`config.mk`:
```
export PLATFORM = sky130hd
export DESIGN_NAME = map_memory_flat
export DESIGN_NICKNAME = d
export VERILOG_FILES = /design/src/rtl/map_memory_if.sv /design/src/rtl/map_memory.sv /design/src/flat_wrapper.sv
export SDC_FILE = /design/constraint.sdc
export NUM_CORES = 1
export LEC_CHECK = 0
export CORE_ASPECT_RATIO = 0.6
export CORE_UTILIZATION = 50
export CTS_BUF_LIST = sky130_fd_sc_hd__clkbuf_4 sky130_fd_sc_hd__clkbuf_8 sky130_fd_sc_hd__clkbuf_16
export DETAILED_ROUTE_END_ITERATION = 6
export GPL_TIMING_DRIVEN = 1
export PLACE_DENSITY = 0.67
export SLEW_MARGIN = 40
export SYNTH_ARGS = -nofsm -noshare
export SYNTH_HDL_FRONTEND = slang
export SYNTH_SLANG_ARGS = --single-unit
```
`constraint.sdc`:
```
create_clock -name clk -period 2.6 [get_ports clk]
set_clock_uncertainty 0.1 [all_clocks]
set_input_delay 0.26 -clock clk [delete_from_list [all_inputs] [get_ports clk]]
set_output_delay 0.26 -clock clk [all_outputs]
set_load 0.01 [all_outputs]
```
`src/rtl/map_memory_if.sv`:
```
// Loader/solver bus for the maze map store.
// Latency: n/a (signal bundle only).
// Backpressure: none; loader and solver drive strobes, memory returns pulses/status.
//
// master: loader + solver side (drives command/enable/address/data/rd_en/rd_addr)
// slave : map_memory side (drives rd_data/rd_valid/map_ready/load_error/cell_count)
`timescale 1ns/1ps
interface map_memory_if #(
  parameter int MEMORYSIZE = 2
);
  logic                  command;
  logic                  enable;
  logic [5:0]            address;
  logic [MEMORYSIZE-1:0] data;
  logic                  rd_en;
  logic [5:0]            rd_addr;
  logic [MEMORYSIZE-1:0] rd_data;
  logic                  rd_valid;
  logic                  map_ready;
  logic                  load_error;
  logic [6:0]            cell_count;

  modport master (
    output command, enable, address, data, rd_en, rd_addr,
    input  rd_data, rd_valid, map_ready, load_error, cell_count
  );

  modport slave (
    input  command, enable, address, data, rd_en, rd_addr,
    output rd_data, rd_valid, map_ready, load_error, cell_count
  );
endinterface

```
`src/rtl/map_memory.sv`:
```
// Maze map store: loader fills 64 cells, then the map locks for solver reads.
// Latency: read data one cycle after rd_en (READY only); status flags update on the sampling edge.
// Backpressure: none; reads outside READY return a zero pulse-free response, nothing is queued.
//
// Ports: clk, rst (async active-low), bus (map_memory_if.slave):
//   command/enable/address/data = loader write port, rd_en/rd_addr -> rd_data/rd_valid,
//   map_ready/load_error/cell_count = load status.
`timescale 1ns/1ps
module map_memory #(
  parameter int MEMORYSIZE = 2,
  parameter int CELLS      = 64
) (
  input  logic         clk,
  input  logic         rst,
  map_memory_if.slave  bus
);

  typedef enum logic [1:0] {
    IDLE  = 2'd0,
    LOAD  = 2'd1,
    READY = 2'd2,
    FAULT = 2'd3
  } state_t;

  localparam logic [6:0] FULL = 7'(CELLS);

  state_t                state;
  state_t                next_state;

  logic [MEMORYSIZE-1:0] mem [CELLS];
  logic [CELLS-1:0]      written;
  logic [6:0]            cell_count;
  logic                  load_error;
  logic                  rd_valid;
  logic [MEMORYSIZE-1:0] rd_data;

  logic                  wr_accept;
  logic                  reload;
  logic                  set_error;
  logic                  rd_hit;

  // rst is used directly as the async clear: flops act on the first rising
  // edge after rst goes high, so no extra synchroniser cycles are added.
  always_ff @(posedge clk or negedge rst) begin
    if (!rst) state <= IDLE;
    else      state <= next_state;
  end

  // Equality compares are used on enable/command so an undriven (X/Z) bus in
  // READY/FAULT falls through to "hold" rather than triggering an action.
  always_comb begin
    next_state = state;
    wr_accept  = 1'b0;
    reload     = 1'b0;
    set_error  = 1'b0;
    case (state)
      IDLE: begin
        if (bus.enable == 1'b0 && bus.command == 1'b1) begin
          wr_accept  = 1'b1;
          next_state = LOAD;
        end
      end
      LOAD: begin
        if (bus.enable == 1'b0) begin
          if (bus.command == 1'b1) wr_accept = 1'b1;
        end else if (bus.enable == 1'b1) begin
          if (cell_count == FULL) begin
            next_state = READY;
          end else begin
            next_state = FAULT;
            set_error  = 1'b1;
          end
        end
      end
      READY: begin
        if (bus.enable == 1'b0) begin
          if (bus.command == 1'b1) begin
            // map is locked: a write here is a protocol error, not a write
            next_state = FAULT;
            set_error  = 1'b1;
          end else if (bus.command == 1'b0) begin
            reload     = 1'b1;
            next_state = LOAD;
          end
        end
      end
      FAULT: begin
        if (bus.enable == 1'b0 && bus.command == 1'b0) begin
          reload     = 1'b1;
          next_state = LOAD;
        end
      end
      default: next_state = IDLE;
    endcase
  end

  // Reads are decided on the current state, so a read issued on the same
  // edge as a reload still returns the old data.
  assign rd_hit = (bus.rd_en == 1'b1) && (state == READY);

  // Cell storage carries no reset; it is only observable once READY.
  always_ff @(posedge clk) begin
    if (wr_accept) mem[bus.address] <= bus.data;
  end

  always_ff @(posedge clk or negedge rst) begin
    if (!rst) begin
      written    <= '0;
      cell_count <= '0;
      load_error <= 1'b0;
      rd_valid   <= 1'b0;
      rd_data    <= '0;
    end else begin
      if (reload) begin
        written    <= '0;
        cell_count <= '0;
      end else if (wr_accept) begin
        written[bus.address] <= 1'b1;
        // only first writes to a cell count; saturate at a full map
        if (!written[bus.address] && cell_count < FULL)
          cell_count <= cell_count + 7'd1;
      end
      if (set_error) load_error <= 1'b1;
      rd_valid <= rd_hit;
      rd_data  <= rd_hit ? mem[bus.rd_addr] : '0;
    end
  end

  assign bus.rd_data    = rd_data;
  assign bus.rd_valid   = rd_valid;
  assign bus.map_ready  = (state == READY);
  assign bus.load_error = load_error;
  assign bus.cell_count = cell_count;

endmodule

```
`src/flat_wrapper.sv`:
```
// flat-port wrapper written by rule: the top's interface ports become plain ports
module map_memory_flat 
#(
  parameter int MEMORYSIZE = 2,
  parameter int CELLS      = 64
)
  (clk, rst, bus_command, bus_enable, bus_address, bus_data, bus_rd_en, bus_rd_addr, bus_rd_data, bus_rd_valid, bus_map_ready, bus_load_error, bus_cell_count);
  map_memory_if #(.MEMORYSIZE(MEMORYSIZE)) bus_i ();
  input  logic clk;
  input  logic rst;
  input wire logic [$bits(bus_i.command)-1:0] bus_command;
  input wire logic [$bits(bus_i.enable)-1:0] bus_enable;
  input wire logic [$bits(bus_i.address)-1:0] bus_address;
  input wire logic [$bits(bus_i.data)-1:0] bus_data;
  input wire logic [$bits(bus_i.rd_en)-1:0] bus_rd_en;
  input wire logic [$bits(bus_i.rd_addr)-1:0] bus_rd_addr;
  output wire logic [$bits(bus_i.rd_data)-1:0] bus_rd_data;
  output wire logic [$bits(bus_i.rd_valid)-1:0] bus_rd_valid;
  output wire logic [$bits(bus_i.map_ready)-1:0] bus_map_ready;
  output wire logic [$bits(bus_i.load_error)-1:0] bus_load_error;
  output wire logic [$bits(bus_i.cell_count)-1:0] bus_cell_count;
  assign bus_i.command = bus_command;
  assign bus_i.enable = bus_enable;
  assign bus_i.address = bus_address;
  assign bus_i.data = bus_data;
  assign bus_i.rd_en = bus_rd_en;
  assign bus_i.rd_addr = bus_rd_addr;
  assign bus_rd_data = bus_i.rd_data;
  assign bus_rd_valid = bus_i.rd_valid;
  assign bus_map_ready = bus_i.map_ready;
  assign bus_load_error = bus_i.load_error;
  assign bus_cell_count = bus_i.cell_count;
  map_memory #(.MEMORYSIZE(MEMORYSIZE), .CELLS(CELLS)) u_core (.clk(clk), .rst(rst), .bus(bus_i));
endmodule
```
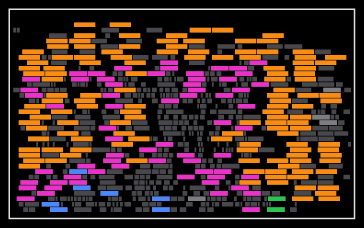
Fig. 1. Sequential cells colored by netlist name.
(2 px per um) Other sequential cells in the stronger gray, the rest of the logic in the fainter gray.
u_core.bus.cell_count -> blue  # sequential cells 7, where south-west
u_core.written -> magenta  # sequential cells 64
u_core.mem -> orange  # sequential cells 128, where spread over the die
u_core.state -> green  # sequential cells 2
Flop+latch power: 3.75 mW
Seq/total area: 0.563
Util after Layout: 0.619

==> flow_summary.yaml <==
# synthesis and place-and-route metrics
layout:
  nonClkBufAreaFrac: 0.0781
  seqCellArea_um2: 5770
  multi_input_comb_cells: 303
  comb_area_frac: 0.267
  antennaDiodeCount: 0
  clockNetworkAreaShare: 0.0614
  layout.cells.non_filler: 868
  nClkBuffers: 26
  lay_top_count: "edfxtp_1"
  nFillCells: 1248
  fin_nets: 652
  comb_area_um2: 2740
  design.seq.count: 205
  buffers: 90
timing:
  hold_viol: 0
  fin_hold_ws_ns: 0.148
  period_minus_slack_ns: 2.52
  fin_crit_sh: 0.971
  tightest_slew_ns: 0.690
  finalMaxSlewViolations: 0
  rsz0062_at_grt: "no"
  fmaxAchievable_mhz: 396
  fin_ws_ns: 0.0754
  setup_viol: 0
setup_path:
  crit_type: "in -> reg"
  crit_chain: "clkdlybuf4s50_1, buf_4, mux4_2, a22oi_1, o221ai_2, a2111o_1, or4_1, a21oi_1"
  critPathBufInv: 2
  crit_family: "AND-OR/OR-AND gates"
  critPathLaunch: "bus_address[0]"
  cp.required_ns: 2.92
  rr_endpoint: "u_core.bus.cell_count[5]$_DFFE_PN0P_"
  slowest_stage: "mux4_2"
  critPathLaunchType: "input pin"
  cp.arrival_ns: 2.85
  end_kind: "register"
  crit_fanout: 8
  rr_startpoint: "u_core.written[53]$_DFFE_PN0P_"
  ff2ff_path_depth: 6
  r2r_slack_ns: 0.12
  cpPeakStageDelay_ns: 0.52
route:
  met1Wirelength_um: 9860
  met3_length_um: 1650
  drc_errors: 0
  via_count: 5166
  drt_wl_total_um: 20000
  antenna_left: 0
  via_per_inst: 5.95
  drtIter0Drc: 443
  met2_length_um: 8190
yosys:
  synth_top_area_share: 0.444
  synthFlopType: "edfxtp_1"
  topCellsByArea: "edfxtp_1, dfrtp_1, mux4_2"
  yosysMostFrequentCell: "edfxtp_1"
  ys_cells: 546
  yosys_area_um2: 8650
  synth-edff-count: 128
  yosysWarnings: 0
  yosysUniqueCellTypes: 42
  ys_ff: 205
  synth_area_um2: 8650
  largest_area_cell: "edfxtp_1"
  ys_seq_frac: 0.667
  syn_nets: 571
worst_hold_path:
  hold_start: "bus_data[0]"
  min_path_cells: 1
  min_path_type: "in -> reg"
  hold_path_end: "u_core.mem[23][0]$_DFFE_PP_"
power:
  p_leak_nw: 3.88
  switchingPower_mw: 1.79
  switching_share: 0.239
  p_clk_frac: 0.370
  seq_power_share: 0.500
  power.largest_group: "registers"
  vdd_drop_max_mv: 0.496
  combPwrFrac: 0.130
  finalPower_mw: 7.50
  pg_clk_mw: 2.78
  power.internal_mw: 5.71
  powerComb_mw: 0.975
floorplan:
  die_h_um: 104
  dieArea_um2: 17900
  initial_utilization: 0.522
  rows: 36
  core_area_um2: 16600
  die_w_um: 172
  nWellTaps: 228
placed_design:
  place_inst: 833
  place_ws_ns: -0.436
  gp_congestion: 0.835
  placed_cell_area_um2: 9610
grt:
  use_met1: 0.389
  antenna_found_initial: 1
  met3_usage: 0.0674
  gr-total-overflow: 0
  grtUsageMet2: 0.315
  grt_max_degree: 78
  grtUsageTotal: 0.237
  grt_pass1_vias: 5213
  grt_pass1_wl_um: 31000
cts:
  ctsLongestPathBuffers: 3
  cts_setup_buffers: 0
  clk_pin_slew_worst_paths_ns: 0.07
  clkLatencyLatePin_ns: 0.49
  numCtsBuffers: 19
  clock-root-buffer: "clkbuf_16"
  h-tree-depth: 1
  cts_resized: 0
  cts_sinks: 205
  cts_tree: "done"
run_status:
  outcome: "finished clean"
flow_run:
  drv_cap: 0
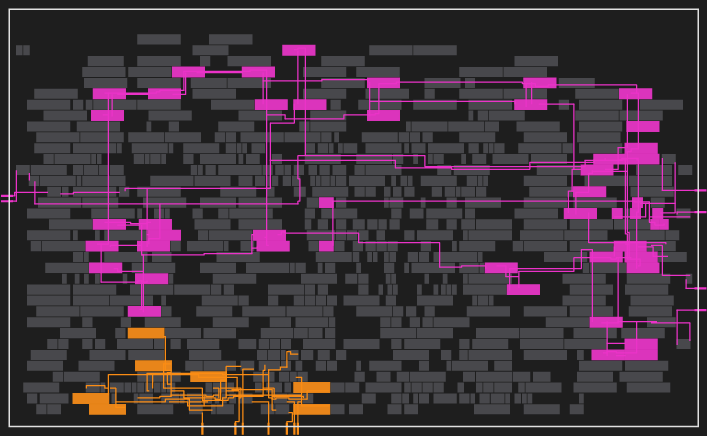
Fig. 2. Nets reached from selected ports.
(4 px per um)
bus_rd_addr -> magenta  # bits 6, direction input, end cells 48, buffers 11, wire 1590 um
bus_cell_count -> orange  # bits 7, direction output, end cells 7, buffers 7, wire 441 um
# port buffers: 30
IO Pins: 31

logic make-up (layout without fill, tap and decap cells):
logic type / after synthesis / after routing / share of synthesized area
AND-OR/OR-AND: 98 / 98 / 0.0850
adder cells (fa/ha/maj): 6 / 6 / 0.00867
buffers and inverters: 38 / 132 / 0.0182
flip-flops: 205 / 205 / 0.667
multiplexers: 71 / 71 / 0.152
AND/OR/NAND/NOR: 128 / 128 / 0.0698
sequential cells by signal (all words and copies together), names as in the netlist:
| signal | count |
|---|---|
| u_core.mem | 128 |
| u_core.written | 64 |
| u_core.bus.cell_count | 7 |
| u_core.bus.rd_data | 2 |
| u_core.state | 2 |
| u_core.bus.load_error | 1 |
| u_core.bus.rd_valid | 1 |
Power is estimated from default activity; no workload was simulated.
